File: src/rtl/taylor_coeff_fetch.sv
// Read-side sequencer for the registered-output coefficient ROM: fetches one segment's
// Taylor coefficients highest order first and streams them over a valid/ready channel.
module taylor_coeff_fetch #(
    parameter int DATA_WIDTH = 32,
    parameter int ADDR_LINES = 5,
    parameter int COEFF_BITS = 2,
    localparam int SEG_BITS  = ADDR_LINES - COEFF_BITS
) (
    input  logic                  clk_i,
    input  logic                  rst_i,
    input  logic                  req_valid_i,
    output logic                  req_ready_o,
    input  logic [SEG_BITS-1:0]   req_seg_i,
    output logic [ADDR_LINES-1:0] rom_addr_o,
    output logic                  rom_rd_en_o,
    input  logic [DATA_WIDTH-1:0] rom_data_i,
    output logic                  coef_valid_o,
    input  logic                  coef_ready_i,
    output logic [DATA_WIDTH-1:0] coef_data_o,
    output logic [COEFF_BITS-1:0] coef_idx_o,
    output logic                  coef_last_o,
    output logic                  busy_o
);

    localparam logic [1:0] IDLE  = 2'd0;
    localparam logic [1:0] FETCH = 2'd1;
    localparam logic [1:0] DRAIN = 2'd2;

    localparam logic [COEFF_BITS-1:0] K_TOP = '1;

    logic [1:0]            state;
    logic [SEG_BITS-1:0]   seg;
    logic [COEFF_BITS-1:0] k;
    logic                  inflight;
    logic [COEFF_BITS-1:0] inflight_k;
    logic [ADDR_LINES-1:0] last_addr;

    logic [DATA_WIDTH-1:0] fifo_data [2];
    logic [COEFF_BITS-1:0] fifo_idx  [2];
    logic [1:0]            fifo_count;
    logic                  rd_ptr;
    logic                  wr_ptr;

    logic                  pop;
    logic                  issue;
    logic [2:0]            occupancy;
    logic [COEFF_BITS-1:0] head_idx;

    assign head_idx     = fifo_idx[rd_ptr];
    assign coef_valid_o = (fifo_count != 2'd0);
    assign pop          = coef_valid_o && coef_ready_i;

    // Buffered plus in-flight words after this cycle's pop must leave room for one more read.
    assign occupancy    = {1'b0, fifo_count} + {2'b00, inflight} - {2'b00, pop};
    assign issue        = (state == FETCH) && (occupancy < 3'd2);

    assign rom_rd_en_o  = issue;
    assign rom_addr_o   = issue ? {seg, k} : last_addr;

    assign req_ready_o  = (state == IDLE);
    assign busy_o       = (state != IDLE);

    assign coef_data_o  = coef_valid_o ? fifo_data[rd_ptr] : '0;
    assign coef_idx_o   = coef_valid_o ? head_idx : '0;
    assign coef_last_o  = coef_valid_o && (head_idx == '0);

    always_ff @(posedge clk_i) begin
        if (rst_i) begin
            state      <= IDLE;
            seg        <= '0;
            k          <= '0;
            inflight   <= 1'b0;
            inflight_k <= '0;
            last_addr  <= '0;
            fifo_count <= 2'd0;
            rd_ptr     <= 1'b0;
            wr_ptr     <= 1'b0;
        end else begin
            case (state)
                IDLE: begin
                    if (req_valid_i) begin
                        seg   <= req_seg_i;
                        k     <= K_TOP;
                        state <= FETCH;
                    end
                end
                FETCH: begin
                    if (issue) begin
                        k <= k - 1'b1;
                        if (k == '0) begin
                            state <= DRAIN;
                        end
                    end
                end
                DRAIN: begin
                    if (pop && coef_last_o) begin
                        state <= IDLE;
                    end
                end
                default: state <= IDLE;
            endcase

            inflight <= issue;
            if (issue) begin
                inflight_k <= k;
                last_addr  <= {seg, k};
            end

            if (inflight) begin
                wr_ptr <= ~wr_ptr;
            end
            if (pop) begin
                rd_ptr <= ~rd_ptr;
            end

            case ({inflight, pop})
                2'b10:   fifo_count <= fifo_count + 2'd1;
                2'b01:   fifo_count <= fifo_count - 2'd1;
                default: fifo_count <= fifo_count;
            endcase
        end
    end

    // Storage needs no reset; occupancy is tracked solely by fifo_count.
    always_ff @(posedge clk_i) begin
        if (!rst_i && inflight) begin
            fifo_data[wr_ptr] <= rom_data_i;
            fifo_idx[wr_ptr]  <= inflight_k;
        end
    end

endmodule

File: config.mk
export PLATFORM = sky130hd
export DESIGN_NAME = taylor_coeff_fetch
export DESIGN_NICKNAME = d
export VERILOG_FILES = /design/src/rtl/taylor_coeff_fetch.sv
export SDC_FILE = /design/constraint.sdc
export NUM_CORES = 1
export LEC_CHECK = 0
export CORE_MARGIN = 5
export CORE_UTILIZATION = 55
export CTS_BUF_LIST = sky130_fd_sc_hd__clkbuf_8
export CTS_CLUSTER_SIZE = 16
export DETAILED_ROUTE_END_ITERATION = 6
export GPL_TIMING_DRIVEN = 0
export HOLD_SLACK_MARGIN = 0.06
export PLACE_DENSITY = 0.95
export RECOVER_POWER = 100
export SLEW_MARGIN = 10
export SYNTH_ARGS = -nofsm -noshare
export SYNTH_HDL_FRONTEND = slang
export SYNTH_SLANG_ARGS = --single-unit
File: constraint.sdc
create_clock -name clk_i -period 11.5 [get_ports clk_i]
set_input_delay 1.725 -clock clk_i [delete_from_list [all_inputs] [get_ports clk_i]]
set_output_delay 1.725 -clock clk_i [all_outputs]
set_load 0.1 [all_outputs]
==> images/congestion.png <==
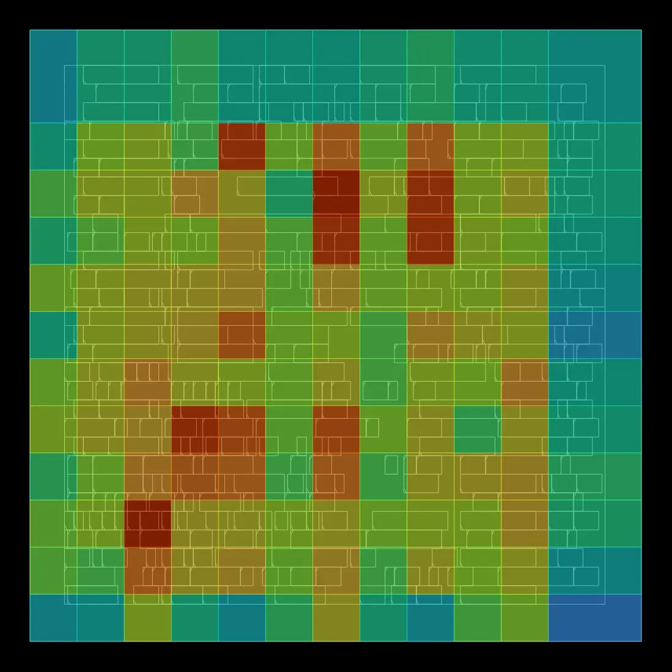
gr usage total: 17.7%
met2 GRT Util: 30.9%

==> images/clk_routes.png <==
Scale: 6 px per micron.
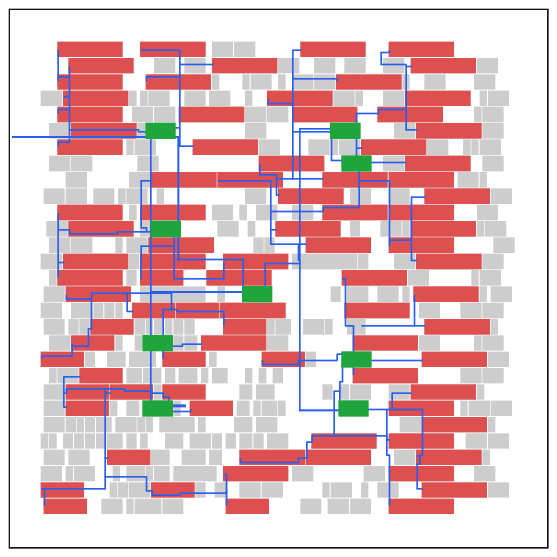
- flip-flops: red (count 88)
- clock drivers: green (count 9)
- clock wires: blue (length 899 microns)
- flops lie: all over the die
- routed clock nets: 10
clk pwr: 222 uW
Layout Skew: 0.00933 ns

==> images/layer_met4.png <==
Scale: 4 px per micron.
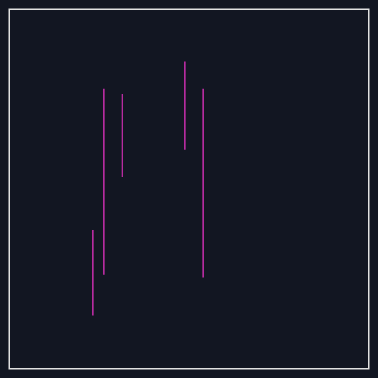
- share of all routed wire: 2.3%
- main direction: vertical
- nets with wire on the layer: 4
wirelength, routed: 6.87 mm
overall via count from detail_route: 2289

==> summary.txt <==
Implementation results are summarized by area below.

Global routing
Global routing used 3.50% of the available met3 tracks. Per the GRT log, the top usage layer is met2. The number of global-route vias before repair was 2266. The initial antenna violation count came to 0. The largest net degree at the start of global routing is 35. The global-route wire length before repair is 10.4 mm.

The met1 global-route usage is 21.2%. The global route total overflow is 0.

Layout
The area added between synthesis and finish is 32.4%. The proportion of layout cells with a drive suffix above 1 is 7.14%. The number of flip-flops under the largest register name is 64. Summing all multi-input logic gate instances after layout gives 940 sq um.

The final-layout fill cell count is 436. In the final layout, the registers with the most flip-flops are fifo_data: 64 flops, last_addr: 5 flops, fifo_idx: 4 flops. After routing the design area is 4600 sq um.

The number of inserted diodes is 0. Per the layout area report, the register area comes to 2440 sq um. The count of cells in the finished layout, fillers not included, comes to 427.

Per the cell usage report, the commonest logic cells after layout are 78 x sky130_fd_sc_hd__dlygate4sd3_1, 68 x sky130_fd_sc_hd__edfxtp_1, 45 x sky130_fd_sc_hd__nor2_1, 38 x sky130_fd_sc_hd__mux2i_1, 20 x sky130_fd_sc_hd__dfxtp_1. The layout net count is 386. The register with the most flip-flops is fifo_data. Among logic cells in the layout, the one with the most instances is sky130_fd_sc_hd__dlygate4sd3_1.

Logic synthesis
The warning tally printed by Yosys for this design is 0. The area figure in the yosys stat output is 3480 sq um. After synthesis, flip-flops and latches occupy 70.2% of the total area.

The number of different library cells in the post-synthesis netlist is 35. Counting flops and latches in the post-synthesis netlist gives 88. The number of cells reported by Yosys stat comes to 249.

Per the post-synthesis report, the nets total 290. Synthesis produced a netlist whose cell count is 249. Averaged over all synthesized cells, the footprint is 14.0 sq um. The area of the mapped netlist is 3480 sq um.

Power and ir drop
In this run the power density over the cells is 150 nW/um^2. The sum of internal, switching and leakage power is 691 uW. The reported leakage power is 1.73 nW.

Critical path
The critical setup path kind is in2out. The critical path ends at rom_addr_o[0]. The data required time at the worst endpoint is 9.78 ns. The flop-to-flop setup slack is 8.59 ns.

Along the worst path, the maximum fanout reaches 7. The launch point of the worst reg-to-reg path is inflight$_SDFF_PP0_. For the worst reg-to-reg path, the endpoint reported by OpenROAD is fifo_data[0][31]$_DFFE_PP_. The launching instance or port of the critical path is coef_ready_i.

The kind of start point of the critical path is an input port. The number of cells on the worst reg-to-reg path is 3. The worst setup path is captured at an output port.

The arrival time of the worst setup path is 5.26 ns.

Final timing
The final layout reports a setup TNS of 0 ns. The final count of hold timing violations is 0. Setup violations remaining at the end of the flow were counted as 0. Looking at the max-slew report, the worst-margin pin has a slew of 1.62 ns. The worst relative slew slack is -7.87%.

The final-layout worst hold slack is 0.465 ns. Based on the critical path, the design can be clocked at up to 143 MHz. Setup repair after global routing left no endpoint under its margin. The number of pins exceeding their max-slew limit in the final report is 35.

Across all setup checks in the final design, the least slack found is 4.52 ns. Subtracting the final worst setup slack from the clock period gives 6.98 ns. The final critical path takes up 60.7% of the cycle.

Clock tree
The number of buffers inserted for hold repair after clock tree synthesis is 0. The number of clock buffers added by TritonCTS is 9. On the worst setup and hold paths after CTS, the clock-pin slew comes to 0.08 ns. Counting along the longest clock path gives a buffer depth of 2. The TritonCTS sink count is 88. The CTS H-tree depth is 3. At the later pin of the worst-skew pair, clock insertion delay measures 0.35 ns.

Looking at the clock tree report, the root buffer type is sky130_fd_sc_hd__clkbuf_8. The total setup buffers inserted after CTS is 0. TritonCTS built the clock tree. The number of gates resized after CTS is 0.

Min path
The launch point of the worst min-delay path is recorded as inflight_k[1]$_SDFFE_PP0P_. The type recorded for the worst min-delay path is reg2reg. In the hold timing report, the worst path depth is 0. The endpoint of the worst hold path is fifo_idx[1][1]$_DFFE_PP_.

Drt
For this sky-water flow run, the detailed-routed wirelength per cell is reported as 16.1 microns. TritonRoute reported its final design rule violation total as 0. The wire length on met3 is 460 microns. The initial DRC count is 73. The vias per cell is 5.36.

The iteration count recorded for the first detailed-route pass is 4. The sum of met2 wire segment lengths after detailed routing is 3.57 mm. Once detail routing completed, the nets flagged for antenna violations numbered 0. Per the detail_route log, the uppermost layer with routed signals is met4. The routed length on met1 is 2.68 mm.

Die
The number of top-level pins is 83. The total die size is 8010 sq um. The number of placement rows is 29.

Placement
At the end of routability-driven placement, the weighted congestion stood at 0.811. The count of buffers from port buffering is 82. For this run the detailed placement stage logged an HPWL of 4.83 mm. Summing all placed instances gives a cell area of 4440 sq um.

The post-place setup slack is 4.87 ns. The post-placement cell count is 411.

Job
The count of warning messages emitted by the tools is 26. The number of max-capacitance violations reported is 1.

Outcome
The checks that failed: max-capacitance violations, max-slew violations. The flow ran to the end, but the final reports show violations.
==> images/cell_density.png <==
Scale: 3 px per micron. The die is cut into 9 by 9 equal tiles; white is low, dark blue is high, 0 to 100% covered.
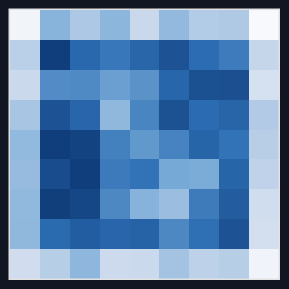
- densest ninth of the die: west
- fullest tile: 95%
- mean over tiles: 56%
- tiles over 75% full: 33%
core region area: 6240 sq um
utilization after layout: 73.8%
share of the core filled by cells before placement: 55.7%

==> images/power_grid.png <==
Scale: 6 px per micron. Pins as bars on the die edge.
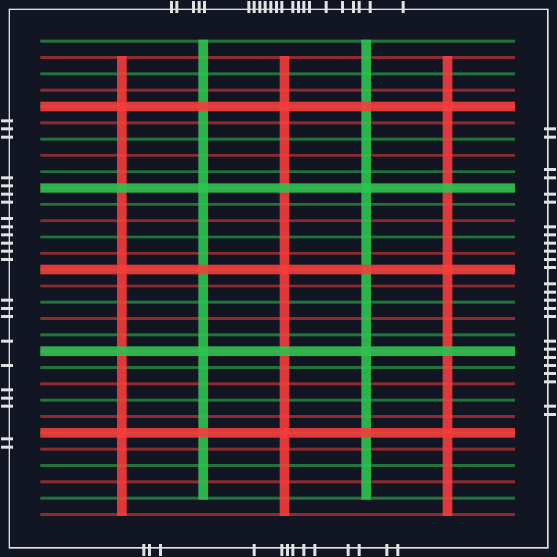
- VDD: green
- VSS: red
- met5 straps: 5
- signal pins: 83
- rows: 29
peak supply drop: 0.129 mV
Die Span Y: 89.5 microns
horizontal extent of the die: 89.5 microns

cell families (layout without fill, tap and decap cells):
group | count (synthesis) | after routing | synth area share, %
fa+ha+maj | 2 | 2 | 0.936
flops | 88 | 88 | 70.2
mux | 38 | 38 | 10.9
buf+inv | 18 | 119 | 2.73
xor+xnor | 4 | 4 | 1.22
simple gates | 75 | 75 | 9.97
compound gates | 24 | 24 | 3.96
synthesized netlist by cell type:
master,number,area [sq um]
sky130_fd_sc_hd__buf_2,7,35.0
sky130_fd_sc_hd__buf_4,1,7.51
sky130_fd_sc_hd__a211oi_1,1,7.51
sky130_fd_sc_hd__ha_1,1,12.5
sky130_fd_sc_hd__nor3b_2,1,12.5
sky130_fd_sc_hd__o21ai_0,5,25.0
sky130_fd_sc_hd__nor2_2,1,6.26
sky130_fd_sc_hd__and3b_1,2,17.5
sky130_fd_sc_hd__and2b_1,1,7.51
sky130_fd_sc_hd__xnor2_1,1,8.76
sky130_fd_sc_hd__nor2b_1,1,6.26
sky130_fd_sc_hd__mux2i_1,38,380
sky130_fd_sc_hd__a211o_1,1,8.76
sky130_fd_sc_hd__a311oi_1,1,8.76
sky130_fd_sc_hd__xnor2_2,1,16.3
sky130_fd_sc_hd__and3_1,3,18.8
sky130_fd_sc_hd__clkbuf_1,2,7.51
sky130_fd_sc_hd__edfxtp_1,68,2040
sky130_fd_sc_hd__buf_6,2,22.5
sky130_fd_sc_hd__nand2b_1,1,6.26
sky130_fd_sc_hd__a21oi_1,9,45.0
sky130_fd_sc_hd__fa_1,1,20.0
sky130_fd_sc_hd__o21ai_1,5,25.0
sky130_fd_sc_hd__nand3_1,5,25.0
sky130_fd_sc_hd__a32o_1,1,10.0
sky130_fd_sc_hd__dfxtp_1,20,400
sky130_fd_sc_hd__nand3b_1,1,7.51
sky130_fd_sc_hd__nor3b_1,3,22.5
sky130_fd_sc_hd__o21bai_1,1,7.51
sky130_fd_sc_hd__nor3_1,3,15.0
sky130_fd_sc_hd__xor2_1,2,17.5
sky130_fd_sc_hd__or3_1,1,6.26
sky130_fd_sc_hd__nand2_1,7,26.3
sky130_fd_sc_hd__inv_1,6,22.5
sky130_fd_sc_hd__nor2_1,45,169
final cells by class:
| class | count | share of cell area, % |
|---|---|---|
| timing repair buffer | 85 | 18.1 |
| sequential | 88 | 53.0 |
| inverter | 6 | 0.489 |
| tap | 77 | 2.09 |
| clock buffer | 9 | 2.69 |
| buffer | 12 | 1.33 |
| multi-input combinational | 143 | 20.4 |
| clock inverter | 7 | 1.87 |
report_power, final:
group	internal, mW	switching (mW)
Sequential	0.351	0.00486
Clock	0.120	0.101
Combinational	0.0315	0.0810
worst max-delay path, stage by stage:
cell and delay (ns):
sky130_fd_sc_hd__dlygate4sd3_1 0.58, sky130_fd_sc_hd__nor2b_1 0.23, sky130_fd_sc_hd__o21ai_0 0.17, sky130_fd_sc_hd__fa_1 0.56
sky130_fd_sc_hd__and3b_1 0.17, sky130_fd_sc_hd__clkbuf_1 0.27, sky130_fd_sc_hd__nand3_1 0.21, sky130_fd_sc_hd__nand2_1 0.12
sky130_fd_sc_hd__dlygate4sd3_1 1.21
No activity file was given, so power comes from the tool's default toggle rates.
